## src/rtl/maze_pixel_plotter_pkg.sv

```systemverilog
// Shared definitions for the maze pixel plotter.
//  - address / coordinate / colour widths
//  - cell code encoding and default colours
//  - plotter FSM state type and delay-line entry layout
//  - cell_colour(): cell code -> colour lookup
package maze_pixel_plotter_pkg;

  localparam int unsigned AddrWidth   = 10;
  localparam int unsigned CoordWidth  = 9;
  localparam int unsigned ColourWidth = 3;

  typedef enum logic [1:0] {
    CellPath  = 2'd0,
    CellWall  = 2'd1,
    CellStart = 2'd2,
    CellExit  = 2'd3
  } cell_code_e;

  localparam logic [ColourWidth-1:0] ColPathDefault   = 3'b111;
  localparam logic [ColourWidth-1:0] ColWallDefault   = 3'b000;
  localparam logic [ColourWidth-1:0] ColStartDefault  = 3'b010;
  localparam logic [ColourWidth-1:0] ColExitDefault   = 3'b001;
  localparam logic [ColourWidth-1:0] ColPlayerDefault = 3'b100;

  typedef enum logic [1:0] {
    StIdle,
    StScan,
    StFlush,
    StDone
  } plot_state_e;

  // One pixel travelling alongside its RAM read.
  typedef struct packed {
    logic [CoordWidth-1:0] x;
    logic [CoordWidth-1:0] y;
    logic                  player_hit;
    logic                  valid;
  } pix_entry_t;

  function automatic logic [ColourWidth-1:0] cell_colour(
    input cell_code_e             code,
    input logic [ColourWidth-1:0] col_path,
    input logic [ColourWidth-1:0] col_wall,
    input logic [ColourWidth-1:0] col_start,
    input logic [ColourWidth-1:0] col_exit
  );
    logic [ColourWidth-1:0] col;
    unique case (code)
      CellPath:  col = col_path;
      CellWall:  col = col_wall;
      CellStart: col = col_start;
      CellExit:  col = col_exit;
    endcase
    return col;
  endfunction

endpackage

```

## src/rtl/maze_delay_line.sv

```systemverilog
// Fixed-depth shift register with synchronous clear.
//  clk    in   system clock
//  reset  in   synchronous active-high clear of every stage
//  din    in   WIDTH-bit word entering stage 1
//  dout   out  word after DEPTH cycles
module maze_delay_line #(
  parameter int unsigned WIDTH = 20,
  parameter int unsigned DEPTH = 2
) (
  input  logic             clk,
  input  logic             reset,
  input  logic [WIDTH-1:0] din,
  output logic [WIDTH-1:0] dout
);

  logic [WIDTH-1:0] stage_q [DEPTH];

  always_ff @(posedge clk) begin
    if (reset) begin
      for (int i = 0; i < DEPTH; i++) begin
        stage_q[i] <= '0;
      end
    end else begin
      stage_q[0] <= din;
      for (int i = 1; i < DEPTH; i++) begin
        stage_q[i] <= stage_q[i-1];
      end
    end
  end

  assign dout = stage_q[DEPTH-1];

endmodule

```

## src/rtl/maze_pixel_plotter.sv

```systemverilog
// Maze pixel plotter: turns the position counter's pixel stream into VGA plot writes.
//  clk, reset              system clock, synchronous active-high reset
//  start                   begin one full-maze redraw (only honoured when idle)
//  scan_enable             run enable to the position counter (SCAN only)
//  pix_x/pix_y/pix_valid   current pixel from the position counter
//  cell_addr, scan_done    current cell address, last-cell marker
//  player_addr             cell holding the player (drawn in COL_PLAYER)
//  ram_addr / ram_q        maze RAM read port, ram_q valid RAM_LAT cycles later
//  vga_x/vga_y/vga_colour  plot data, vga_plot write strobe
//  busy, frame_done        activity flag and end-of-redraw pulse
module maze_pixel_plotter
  import maze_pixel_plotter_pkg::*;
#(
  parameter int unsigned             RAM_LAT    = 2,
  parameter logic [ColourWidth-1:0]  COL_PATH   = ColPathDefault,
  parameter logic [ColourWidth-1:0]  COL_WALL   = ColWallDefault,
  parameter logic [ColourWidth-1:0]  COL_START  = ColStartDefault,
  parameter logic [ColourWidth-1:0]  COL_EXIT   = ColExitDefault,
  parameter logic [ColourWidth-1:0]  COL_PLAYER = ColPlayerDefault
) (
  input  logic                   clk,
  input  logic                   reset,
  input  logic                   start,
  output logic                   scan_enable,
  input  logic [CoordWidth-1:0]  pix_x,
  input  logic [CoordWidth-1:0]  pix_y,
  input  logic                   pix_valid,
  input  logic [AddrWidth-1:0]   cell_addr,
  input  logic                   scan_done,
  input  logic [AddrWidth-1:0]   player_addr,
  output logic [AddrWidth-1:0]   ram_addr,
  input  logic [1:0]             ram_q,
  output logic [CoordWidth-1:0]  vga_x,
  output logic [CoordWidth-1:0]  vga_y,
  output logic [ColourWidth-1:0] vga_colour,
  output logic                   vga_plot,
  output logic                   busy,
  output logic                   frame_done
);

  localparam int unsigned CntW = $clog2(RAM_LAT + 2);
  // FLUSH runs for RAM_LAT+1 cycles: long enough for the last pixel to reach vga_*.
  localparam logic [CntW-1:0] FlushLast = CntW'(RAM_LAT);

  plot_state_e     state_q, state_d;
  logic [CntW-1:0] flush_cnt_q, flush_cnt_d;

  logic       accept;
  pix_entry_t entry_in;
  pix_entry_t entry_out;

  logic [CoordWidth-1:0]  vga_x_q;
  logic [CoordWidth-1:0]  vga_y_q;
  logic [ColourWidth-1:0] vga_colour_q;
  logic                   vga_plot_q;
  logic [ColourWidth-1:0] colour_sel;

  // The RAM sees the cell address directly; the delay line keeps the pixel in step with ram_q.
  assign ram_addr = cell_addr;
  assign accept   = (state_q == StScan) && pix_valid;

  always_comb begin
    entry_in            = '0;
    entry_in.x          = pix_x;
    entry_in.y          = pix_y;
    entry_in.player_hit = (cell_addr == player_addr);
    entry_in.valid      = accept;
  end

  maze_delay_line #(
    .WIDTH ($bits(pix_entry_t)),
    .DEPTH (RAM_LAT)
  ) u_delay_line (
    .clk   (clk),
    .reset (reset),
    .din   (entry_in),
    .dout  (entry_out)
  );

  always_comb begin
    colour_sel = cell_colour(cell_code_e'(ram_q), COL_PATH, COL_WALL, COL_START, COL_EXIT);
    if (entry_out.player_hit) begin
      colour_sel = COL_PLAYER;
    end
  end

  // Plot register: data only moves on a real pixel so bubbles leave x/y/colour unchanged.
  always_ff @(posedge clk) begin
    if (reset) begin
      vga_x_q      <= '0;
      vga_y_q      <= '0;
      vga_colour_q <= '0;
      vga_plot_q   <= 1'b0;
    end else begin
      vga_plot_q <= entry_out.valid;
      if (entry_out.valid) begin
        vga_x_q      <= entry_out.x;
        vga_y_q      <= entry_out.y;
        vga_colour_q <= colour_sel;
      end
    end
  end

  always_ff @(posedge clk) begin
    if (reset) begin
      state_q     <= StIdle;
      flush_cnt_q <= '0;
    end else begin
      state_q     <= state_d;
      flush_cnt_q <= flush_cnt_d;
    end
  end

  always_comb begin
    state_d     = state_q;
    flush_cnt_d = flush_cnt_q;
    unique case (state_q)
      StIdle: begin
        if (start) begin
          state_d = StScan;
        end
      end
      StScan: begin
        if (scan_done) begin
          state_d     = StFlush;
          flush_cnt_d = '0;
        end
      end
      StFlush: begin
        if (flush_cnt_q == FlushLast) begin
          state_d = StDone;
        end else begin
          flush_cnt_d = flush_cnt_q + 1'b1;
        end
      end
      StDone: begin
        state_d = StIdle;
      end
    endcase
  end

  assign scan_enable = (state_q == StScan);
  assign busy        = (state_q != StIdle);
  assign frame_done  = (state_q == StDone);

  assign vga_x      = vga_x_q;
  assign vga_y      = vga_y_q;
  assign vga_colour = vga_colour_q;
  assign vga_plot   = vga_plot_q;

endmodule

```

## config.mk

```make
export PLATFORM = sky130hd
export DESIGN_NAME = maze_pixel_plotter
export DESIGN_NICKNAME = d
export VERILOG_FILES = /design/src/rtl/maze_pixel_plotter_pkg.sv /design/src/rtl/maze_delay_line.sv /design/src/rtl/maze_pixel_plotter.sv
export SDC_FILE = /design/constraint.sdc
export NUM_CORES = 1
export LEC_CHECK = 0
export ABC_AREA = 1
export CAP_MARGIN = 20
export CORE_ASPECT_RATIO = 0.8
export CORE_MARGIN = 5
export CORE_UTILIZATION = 55
export CTS_CLUSTER_SIZE = 30
export DETAILED_ROUTE_END_ITERATION = 10
export DONT_BUFFER_PORTS = 1
export GPL_ROUTABILITY_DRIVEN = 0
export PLACE_DENSITY = 0.82
export SYNTH_ARGS = -nofsm -noshare
export SYNTH_HDL_FRONTEND = slang
export SYNTH_SLANG_ARGS = --single-unit
```

## constraint.sdc

```tcl
create_clock -name clk -period 1.4 [get_ports clk]
set_clock_uncertainty 0.05 [all_clocks]
set_input_delay 0.14 -clock clk [delete_from_list [all_inputs] [get_ports clk]]
set_output_delay 0.14 -clock clk [all_outputs]
set_load 0.02 [all_outputs]
```

Fig. 1: run 1, supply network
Bar = 20 um. Pins as bars on the die edge. Tap cells in grey.
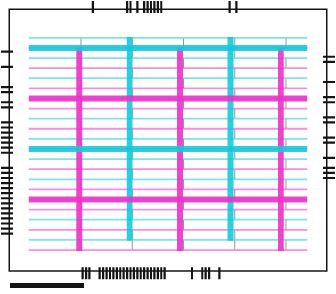
- VDD: cyan
- VSS: magenta
- met5 straps: 4
- tap cells: 57
- signal pins: 80
VDD IR max: 0.887 mV
die height: 70.0 um

Fig. 2: run 1, placement by cell class
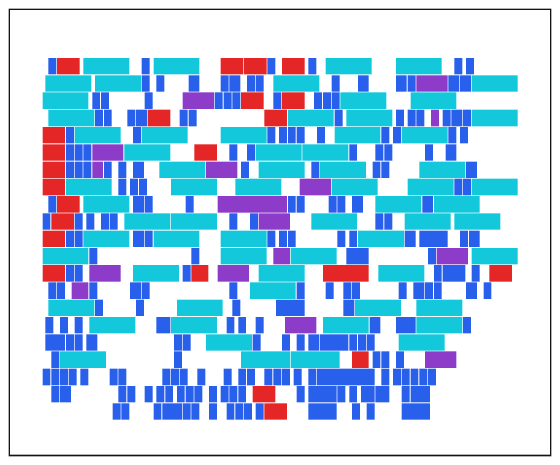
- clock drivers and dummy loads: purple (cells 16; share of their area 7.4%)
- remaining buffers and delay cells: red (cells 23; share of their area 8.4%)
- sequential cells: cyan (cells 66; share of their area 47%)
- combinational and other logic: blue (cells 234; share of their area 37%)

Fig. 3: run 1, routed metal, one colour a layer
Bar = 20 um. Only two layers are drawn.
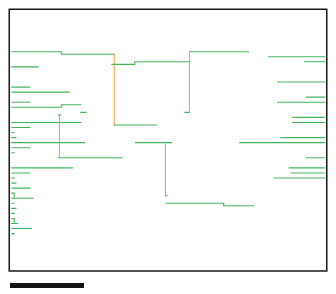
- metal 3: green (wire length 419 um)
- metal 4: orange (wire length 61.2 um)

==> run summary, run 1 <==
yosys + openroad results -> GRT busiest layer met2, internal power 3.21 mW, fa+ha+maj area frac 3.53%, most numerous logic cells after layout nor2_1 (90), dfxtp_1 (64), inv_1 (60), slack of the critical path 0.0756 ns, Pwr Density 1570 mW/mm^2, Die X-Extent 85.1 um, Top reg by flops u_delay_line.stage_q, Leak 1.44 nW, Mean Syn Cell Area 7.72 um^2, Hold EP flush_cnt_q[1], DP Area 0.00241 mm^2, Crit. End Element output pin, Yosys top cell by area dfxtp_1, placed cell count 359, Post-CTS Resized 1, final WL 4.79 mm, CP required 1.21 ns, cts bufs inserted 9, critical path class register to output pin, Floorplan Nets 373, area grow syn2layout 15.3%, synthesized instance count 321, R2R Setup Slk 0.09 ns, grt total ovfl 0, Slew @ Worst Pin 0.422 ns, Dominant comb cell simple AND/OR/NAND/NOR gates, Worst Hold Class input port to register, critical path, cell by cell inv_1 > ha_1 > inv_2, H-tree levels 3, antenna cells 0, Clk pin slew, worst setup/hold paths 0.07 ns, top_reg_cell synth dfxtp_1, Late-Pin Clk Latency 0.34 ns, core area 0.00428 mm^2, Worst setup endpoint busy, MaxCap Viol Count 0, layout cell share with drive strength beyond 1 9.44%, DP Worst Slack 0.0879 ns, dpl hpwl 3.00 mm, worst r2r dst state_q[0], routed len/inst 12.1 um, Post-Layout Inst Area 0.00286 mm^2, DR vias 1,795, status finished clean, post-layout period usage 94.6%, register area 0.00132 mm^2, crit path time final 1.32 ns, Setup crit start kind register, Die Area 0.00596 mm^2, FF-to-FF path depth 6, Synth area leaders dfxtp_1 (53%), nor2_1 (14%), inv_1 (9.2%), Comb power frac 16.4%, First-pass DRT Iterations 4, Post-CTS Setup Bufs 0, dominant class by area flip-flops and latches, min-delay src reset, Synthesis Warnings 0, Seq Cell Count 66, DRT iter0 DRCs 80, Max stage delay on crit path 0.37 ns, register share of the cell area 46.3%, M3 GR Usage 9.05%, Mux area share 0%, ys flops 66, grt met2 use 26.4%, Clock-cell share 7.18%, # fillers 362, Critical Path Slowest Stage Cell dfxtp_2, RSZ-0062 raised after global routing no, Chip Area, Yosys 0.00248 mm^2, first-pass GRT wire length 7.89 mm, Async SR Flop Fraction 0%
## run 1: worst register-to-register path, stage by stage, from the launching register on
cell and delay, ns:
dfxtp_2 0.37, inv_1 0.10, ha_1 0.25, nand2_1 0.12, nand3_2 0.11, nor3_1 0.15, nor2_1 0.05
## run 1: through the flow
step	total power, mW	hold WS (ns)
after floorplan	2.75	0.197
after global placement	2.77	0.159
after detailed placement	2.81	0.161
after CTS	4.49	0.0134
after global routing	4.72	0.0223
final	4.50	0.0226
## run 1: metal layers
| layer | up-vias | share of wire (%) |
|---|---|---|
| li1 | 943 | - |
| met5 | - | 0 |
| met3 | 9 | 8.8 |
| met2 | 56 | 46 |
| met4 | 0 | 1.3 |
| met1 | 787 | 44 |
Fig. 4: run 1, clock wires, drivers and flops
Bar = 20 um.
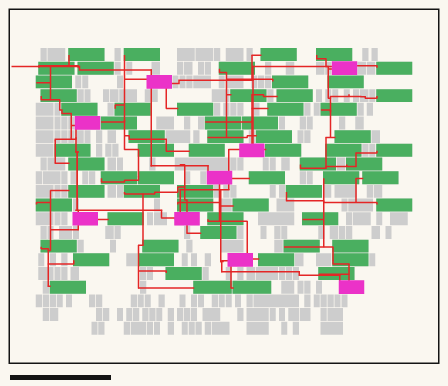

==> run 2: changes to the inputs <==
--- a/config.mk
+++ b/config.mk
@@ -9,12 +9,13 @@
 export CAP_MARGIN = 20
 export CORE_ASPECT_RATIO = 0.8
 export CORE_MARGIN = 5
-export CORE_UTILIZATION = 55
+export CORE_UTILIZATION = 40
 export CTS_CLUSTER_SIZE = 30
 export DETAILED_ROUTE_END_ITERATION = 10
 export DONT_BUFFER_PORTS = 1
 export GPL_ROUTABILITY_DRIVEN = 0
-export PLACE_DENSITY = 0.82
+export PLACE_DENSITY = 0.66
 export SYNTH_ARGS = -nofsm -noshare
 export SYNTH_HDL_FRONTEND = slang
+export SYNTH_HIERARCHICAL = 1
 export SYNTH_SLANG_ARGS = --single-unit
Fig. 5: run 2, clock wires, drivers and flops
Bar = 20 um.
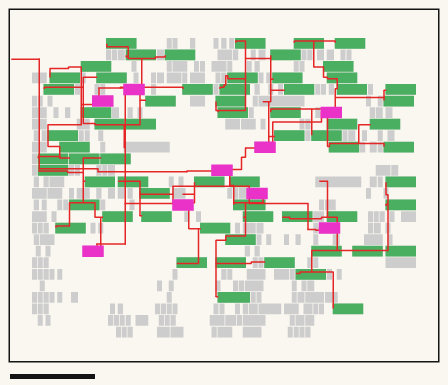
- clock drivers: magenta (count 9)
- clock wires: red (length 807 um)
- flip-flops: green (count 66)
- routed clock nets: 10

Fig. 6: run 2, placement by cell class
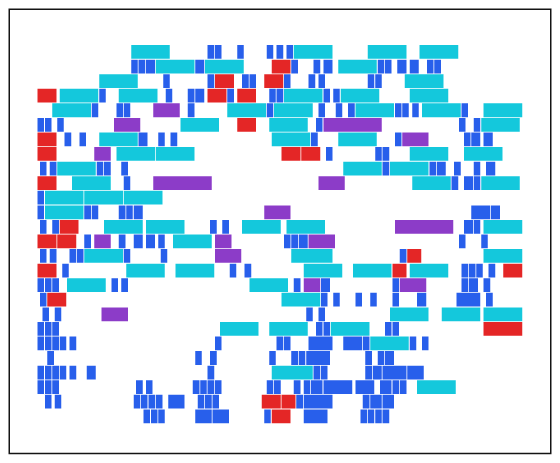
- sequential cells: cyan (cells 66; share of their area 47%)
- clock drivers and dummy loads: purple (cells 16; share of their area 8.8%)
- combinational and other logic: blue (cells 234; share of their area 36%)
- remaining buffers and delay cells: red (cells 24; share of their area 8.5%)

==> run summary, run 2 <==
yosys + openroad results -> RSZ-0062 raised after global routing yes, Top reg by flops u_delay_line/stage_q, CP required 1.21 ns, critical path, cell by cell inv_1 > ha_2 > buf_4, Worst Hold Class input port to register, Chip Area, Yosys 0.00264 mm^2, Slew @ Worst Pin 0.405 ns, Non-clock buffering overhead 8.24%, dpl hpwl 3.14 mm, DR vias 1,775, CP max FO 4, number of flip-flops in the largest register 40, most numerous logic cells after layout nor2_1 (94), dfxtp_1 (64), inv_1 (62), Crit. End Element output pin, DRT iter0 DRCs 53, slack of the critical path 0.0610 ns, routed len/inst 11.3 um, Synthesis Warnings 6, First-pass DRT Iterations 4, Die Area 0.00833 mm^2, Mux area share 0%, critical path class register to output pin, final WL 4.81 mm, clk root buf clkbuf_8, Pwr Density 1660 mW/mm^2, area grow syn2layout 11.6%, Floorplan Nets 392, MaxCap Viol Count 0, initial antenna violation count 0, Clock-cell share 8.46%, switch share 27.9%, Synth area leaders dfxtp_1 (50%), nor2_1 (14%), inv_1 (9.0%), top_reg_cell synth dfxtp_1, # fillers 640, die height 82.6 um, Final Max Tran Viols 0, Die X-Extent 101 um, DP Worst Slack -0.0808 ns, most used logic cell in the final layout nor2_1, first-pass GRT wire length 8.00 mm, Post-Layout Inst Area 0.00294 mm^2, Post-synth EDFFs 0, Late-Pin Clk Latency 0.33 ns, DP Area 0.00245 mm^2, internal power 3.52 mW, dominant class by area flip-flops and latches, P_comb 0.778 mW, Comb power frac 16.0%, VDD IR max 0.779 mV, layout cell share with drive strength beyond 1 10.3%, grt total ovfl 0, most instantiated cells after synthesis nor2_1 (95), dfxtp_1 (66), inv_1 (63), gr usage total 12.7%, cts bufs inserted 9, antenna cells 0, DR vias/cell 4.19, core area 0.00641 mm^2, crit path time final 1.34 ns, Clk pin slew, worst setup/hold paths 0.08 ns, status finished clean, WHS 0.0213 ns, ys flops 66, CTS tree built, Async SR Flop Fraction 0%, Max stage delay on crit path 0.34 ns, Syn Std Cell Area 0.00264 mm^2, P_clk 1.96 mW, critical path's top delay family flip-flops, post-layout period usage 95.6%, H-tree levels 3, Setup crit start kind register, overall power 4.88 mW, synthesized instance count 340, Leak 1.48 nW, register share of the cell area 45.0%, Seq Cell Count 66, Mean Syn Cell Area 7.76 um^2, R2R Setup Slk 0.07 ns, ys cells 340, register area 0.00132 mm^2, num ports 80, Yosys top cell by area dfxtp_1, Dominant comb cell buffers and inverters, Critical Path Slowest Stage Cell dfxtp_2, fa+ha+maj area frac 3.32%, placed cell count 387
Fig. 7: run 2, routed metal, one colour a layer
Bar = 20 um. Only two layers are drawn.
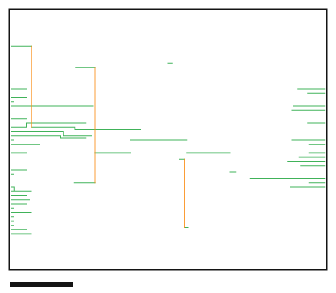
- metal 4: orange (wire length 84.3 um)
- metal 3: green (wire length 413 um)

==> run 2: layer usage <==
metal,share of wire [%],vias up,track usage [%]
met2,44,57,19.8
met3,8.6,7,5.63
met4,1.7,0,7.00
met1,45,769,14.8
li1,-,942,-
met5,0,-,0
==> run 2: path summary, 6_finish.rpt <==
| check | start | to | cells past startpoint |
|---|---|---|---|
| max reg2reg | state_q[0] | state_q[0] | 7 |
| max | state_q[1] | scan_enable | 3 |
| min | reset | flush_cnt_q[1] | 2 |
| min reg2reg | u_delay_line/stage_q[0][6] | u_delay_line/stage_q[0][26] | 2 |
==> run 2: repair_timing <==
item / CTS / global route
hold endpoints to repair: 44 / 0
buffers inserted: 0 / 0
hold buffers: 21 / 0
gates resized: 5 / 4
setup endpoints to repair: 2 / 3
No activity file was given, so power comes from the tool's default toggle rates.
